File: src/rtl/subtractor_if.sv
// Operand/result bundle for the registered subtractor.
//   in_valid, A, B     : operand pair, qualified by in_valid
//   out_valid          : one-cycle strobe marking a fresh result
//   Diff               : A-B modulo 2^WIDTH
//   Borrow, Overflow   : unsigned borrow and signed overflow of A-B
//   Zero, Negative     : Diff == 0 and Diff MSB
// master drives operands and observes results; slave is the subtractor.
interface subtractor_if #(
  parameter int WIDTH = 8
);
  logic             in_valid;
  logic [WIDTH-1:0] A;
  logic [WIDTH-1:0] B;
  logic             out_valid;
  logic [WIDTH-1:0] Diff;
  logic             Borrow;
  logic             Overflow;
  logic             Zero;
  logic             Negative;

  modport master (
    output in_valid, A, B,
    input  out_valid, Diff, Borrow, Overflow, Zero, Negative
  );

  modport slave (
    input  in_valid, A, B,
    output out_valid, Diff, Borrow, Overflow, Zero, Negative
  );
endinterface

File: src/rtl/subtractor.sv
// Registered WIDTH-bit subtractor built from a ripple chain of full-subtractor
// cells. One-cycle latency, one operation per cycle, all outputs from flops.
//   clk   : clock, rising edge
//   rst_n : synchronous active-low reset
//   bus   : subtractor_if slave (operands in, result and flags out)
module subtractor #(
  parameter int WIDTH = 8
) (
  input  logic         clk,
  input  logic         rst_n,
  subtractor_if.slave  bus
);

  logic [WIDTH-1:0] w_diff;
  logic             w_borrow;
  logic             w_overflow;

  logic [WIDTH-1:0] r_diff;
  logic             r_borrow;
  logic             r_overflow;
  logic             r_zero;
  logic             r_negative;
  logic             r_valid;

  // Each cell keeps its own borrow net so the chain is a plain sequence of
  // scalar nets rather than a vector that feeds back into itself.
  for (genvar i = 0; i < WIDTH; i++) begin : g_cell
    logic w_bin;
    logic w_bout;
    if (i == 0) begin : g_lsb
      assign w_bin = 1'b0;
    end else begin : g_upper
      assign w_bin = g_cell[i-1].w_bout;
    end
    assign w_diff[i] = bus.A[i] ^ bus.B[i] ^ w_bin;
    assign w_bout    = (~bus.A[i] & bus.B[i]) | (~(bus.A[i] ^ bus.B[i]) & w_bin);
  end

  assign w_borrow   = g_cell[WIDTH-1].w_bout;
  // Signed overflow: operand signs differ and the result sign differs from A.
  assign w_overflow = (bus.A[WIDTH-1] ^ bus.B[WIDTH-1]) &
                      (w_diff[WIDTH-1] ^ bus.A[WIDTH-1]);

  always_ff @(posedge clk) begin
    if (!rst_n) begin
      r_diff     <= '0;
      r_borrow   <= 1'b0;
      r_overflow <= 1'b0;
      r_zero     <= 1'b1;
      r_negative <= 1'b0;
      r_valid    <= 1'b0;
    end else begin
      r_valid <= bus.in_valid;
      if (bus.in_valid) begin
        r_diff     <= w_diff;
        r_borrow   <= w_borrow;
        r_overflow <= w_overflow;
        r_zero     <= (w_diff == '0);
        r_negative <= w_diff[WIDTH-1];
      end
    end
  end

  assign bus.out_valid = r_valid;
  assign bus.Diff      = r_diff;
  assign bus.Borrow    = r_borrow;
  assign bus.Overflow  = r_overflow;
  assign bus.Zero      = r_zero;
  assign bus.Negative  = r_negative;

endmodule

File: src/flat_wrapper.sv
// flat-port wrapper written by rule: the top's interface ports become plain ports
module subtractor_flat 
#(
  parameter int WIDTH = 8
)
  (clk, rst_n, bus_in_valid, bus_A, bus_B, bus_out_valid, bus_Diff, bus_Borrow, bus_Overflow, bus_Zero, bus_Negative);
  subtractor_if #(.WIDTH(WIDTH)) bus_i ();
  input  logic clk;
  input  logic rst_n;
  input wire logic [$bits(bus_i.in_valid)-1:0] bus_in_valid;
  input wire logic [$bits(bus_i.A)-1:0] bus_A;
  input wire logic [$bits(bus_i.B)-1:0] bus_B;
  output wire logic [$bits(bus_i.out_valid)-1:0] bus_out_valid;
  output wire logic [$bits(bus_i.Diff)-1:0] bus_Diff;
  output wire logic [$bits(bus_i.Borrow)-1:0] bus_Borrow;
  output wire logic [$bits(bus_i.Overflow)-1:0] bus_Overflow;
  output wire logic [$bits(bus_i.Zero)-1:0] bus_Zero;
  output wire logic [$bits(bus_i.Negative)-1:0] bus_Negative;
  assign bus_i.in_valid = bus_in_valid;
  assign bus_i.A = bus_A;
  assign bus_i.B = bus_B;
  assign bus_out_valid = bus_i.out_valid;
  assign bus_Diff = bus_i.Diff;
  assign bus_Borrow = bus_i.Borrow;
  assign bus_Overflow = bus_i.Overflow;
  assign bus_Zero = bus_i.Zero;
  assign bus_Negative = bus_i.Negative;
  subtractor #(.WIDTH(WIDTH)) u_core (.clk(clk), .rst_n(rst_n), .bus(bus_i));
endmodule
File: config.mk
export PLATFORM = sky130hd
export DESIGN_NAME = subtractor_flat
export DESIGN_NICKNAME = d
export VERILOG_FILES = /design/src/rtl/subtractor_if.sv /design/src/rtl/subtractor.sv /design/src/flat_wrapper.sv
export SDC_FILE = /design/constraint.sdc
export NUM_CORES = 1
export LEC_CHECK = 0
export ABC_AREA = 1
export CAP_MARGIN = 30
export CORE_UTILIZATION = 41
export CTS_CLUSTER_DIAMETER = 40
export DETAILED_ROUTE_END_ITERATION = 10
export PLACE_DENSITY = 0.82
export SETUP_SLACK_MARGIN = 0.02
export SLEW_MARGIN = 20
export SYNTH_ARGS = -nofsm -noshare
export SYNTH_HDL_FRONTEND = slang
export SYNTH_SLANG_ARGS = --single-unit
File: constraint.sdc
create_clock -name clk -period 7.8 [get_ports clk]
set_input_delay 0.78 -clock clk [delete_from_list [all_inputs] [get_ports clk]]
set_output_delay 0.78 -clock clk [all_outputs]
set_load 0.05 [all_outputs]
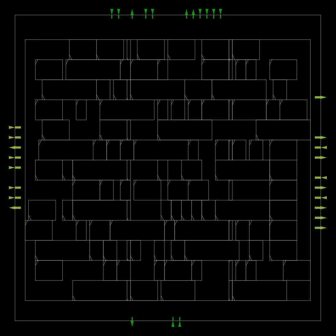
(images/final_placement.png)
Placement Rows: 13
Core ar.: 1370 um^2
non-filler cells, final: 116
n_taps: 15

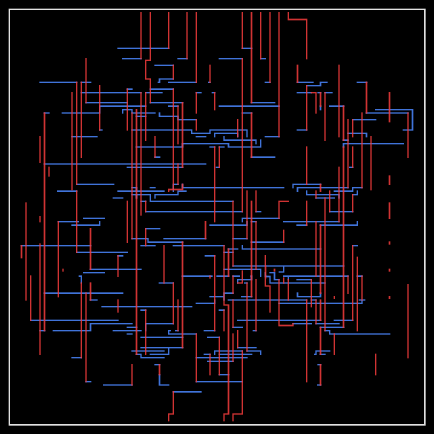
(images/metal_stack.png)
(10 px per um) Two of the layers only.
- met1: blue (wire length 511 um)
- met2: red (wire length 655 um)
final wirelength: 1.26 mm
drt wl/cell: 10.9 um
vias: 573
total track usage: 15.6%

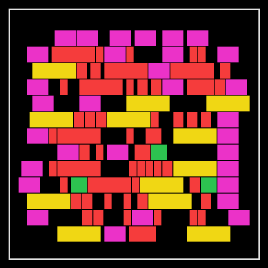
(images/cell_classes.png)
(6 px per um)
- cells driving clock nets: green (cells 3; share of their area 2.4%)
- other buffers and delay cells: magenta (cells 31; share of their area 33%)
- flip-flops: yellow (cells 12; share of their area 25%)
- all other logic: red (cells 55; share of their area 39%)
final core occ: 70.5%
final instance area: 963 um^2

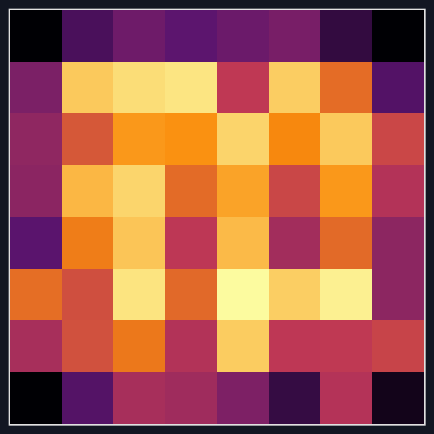
(images/density.png)
(10 px per um) 8 x 8 tiles, from black (low) to pale yellow (high), 0 to 100% covered.
- mean over tiles: 55%
- fullest tile: 99%
- densest ninth of the die: centre
initial core utilization: 46.6%

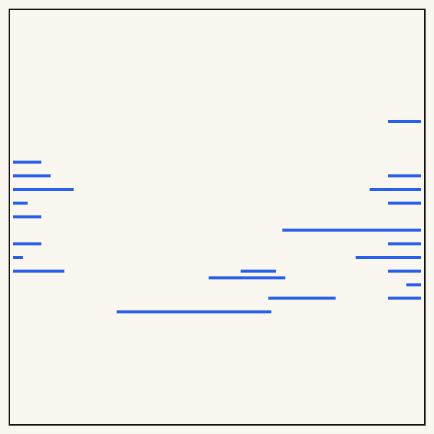
(images/met3.png)
(10 px per um)
- longest straight run: 15.2 um
- share of all routed wire: 7.9%
GR Layer Usage met3: 6.52%

==> Slide: Implementation Results <==
Synthesis and Place & Route Summary

Run status
  • Status: finished clean

GRT
  • Largest net degree at the start of global routing: 22
  • Met2 usage: 28.7%

Worst setup path
  • Setup crit end: u_core.bus.Overflow$_SDFFE_PN0P_
  • Worst Setup End Kind: flip-flop
  • Startpoint types: input port
  • Buf/Inv on CP: 4
  • Slowest-stage cell, CP: clkdlybuf4s50_1
  • Crit path launch: bus_A[0]
  • Crit-path most repeated cell: fa_1
  • Crit-path cells: clkdlybuf4s50_1 > inv_1 > ha_1 > fa_1 > fa_1 > fa_1 > fa_1 > fa_1 > fa_1 > inv_1 > fa_1 > inv_1 > nand2_1 > nand3_1 > a21oi_1

Detailed routing
  • Drt initial violations: 5
  • 1st-pass router iterations: 4
  • Met2 WL: 654 um
  • Metal3 WL: 99 um
  • Final routed DRC violation total: 0
  • Vias per Instance: just under 5

Logic synthesis
  • Commonest cells post-synth: 14 x inv_1, 12 x dfxtp_1, 9 x a21oi_1, 9 x o21ai_1, 7 x fa_1
  • Count leader, synth: inv_1
  • Ys flop type: dfxtp_1
  • EDFF count, synth: 0
  • Post-synth regs: 12
  • Post-synth seq share: 37.7%
  • Largest type area fraction: 37.7%
  • Yosys warns: 0
  • Top area cell types: dfxtp_1 38%, fa_1 22%, inv_1 8.3%

Final layout
  • Combinational gate area: around 320 um^2
  • Top cell category: multi-input combinational cells
  • #MultiIn Comb: 41
  • Sequential Area: 240 um^2
  • Final nets: approximately 130
  • Multi-input combinational area share: between 30% and 40%
  • Area Growth Syn to Fin: 51.3%
  • Logic inverters: 14
  • Antenna cell count: 0
  • Seq/total area: around a quarter

Worst hold path
  • HP Start: u_core.bus.Borrow$_SDFFE_PN0P_
  • HP Class: reg -> reg

CTS
  • Clock Root Buffer: clkbuf_4
  • CTS clock-pin slew for the worst setup and hold paths: around 0.070 ns
  • Post-cts gate resize count: 0
  • H-tree Lvls: 1
  • CTS buffer count: 3
  • CTS tree: yes
  • Clk buf depth: 2

Place
  • Post-DP HPWL: approximately 1.0 mm
  • Gpl congestion: 0.696

Pwr
  • Sequential share of power: 40.3%
  • Static leakage: ~0.00043 uW
  • Power density cells: ~180 nW/um^2
  • Clock Power Share: 21.7%
  • Psw: ~60 uW

Final timing
  • Clk_skew: 0 ns
  • Setup tns final: 0 ns
  • Final Cycle Share: 56.4%
  • Slew headroom: 55.2%
  • RSZ-0062 raised after global routing: no

Floorplanning
  • Die ar.: 1710 um^2
  • Die H: 41.4 um

Flow run
  • Log Warnings: 27
[flip-flops by register name, summed over array words and instances (netlist names)]
register              flops
u_core.bus.Negative       1
u_core.bus.out_valid      1
u_core.bus.Borrow         1
u_core.bus.Diff           7
u_core.bus.Zero           1
u_core.bus.Overflow       1
[stage by stage]
stage                     area, um^2  setup slack, ns
final                            963             3.40
after global routing             963             3.29
after CTS                        963             3.38
after detailed placement         941             3.09
after global placement           941             3.17
after floorplan                  637             3.76
[cell families after synthesis]
logic type / Yosys count / synth area share (%)
AOI/OAI and AO/OA: 20 / 16.1
buffers and inverters: 18 / 12.2
and+or+nand+nor: 12 / 8.06
DFF: 12 / 37.7
adders and majority gates: 9 / 25.9
Power figures rest on the tool's default switching activity, not on a simulated workload.
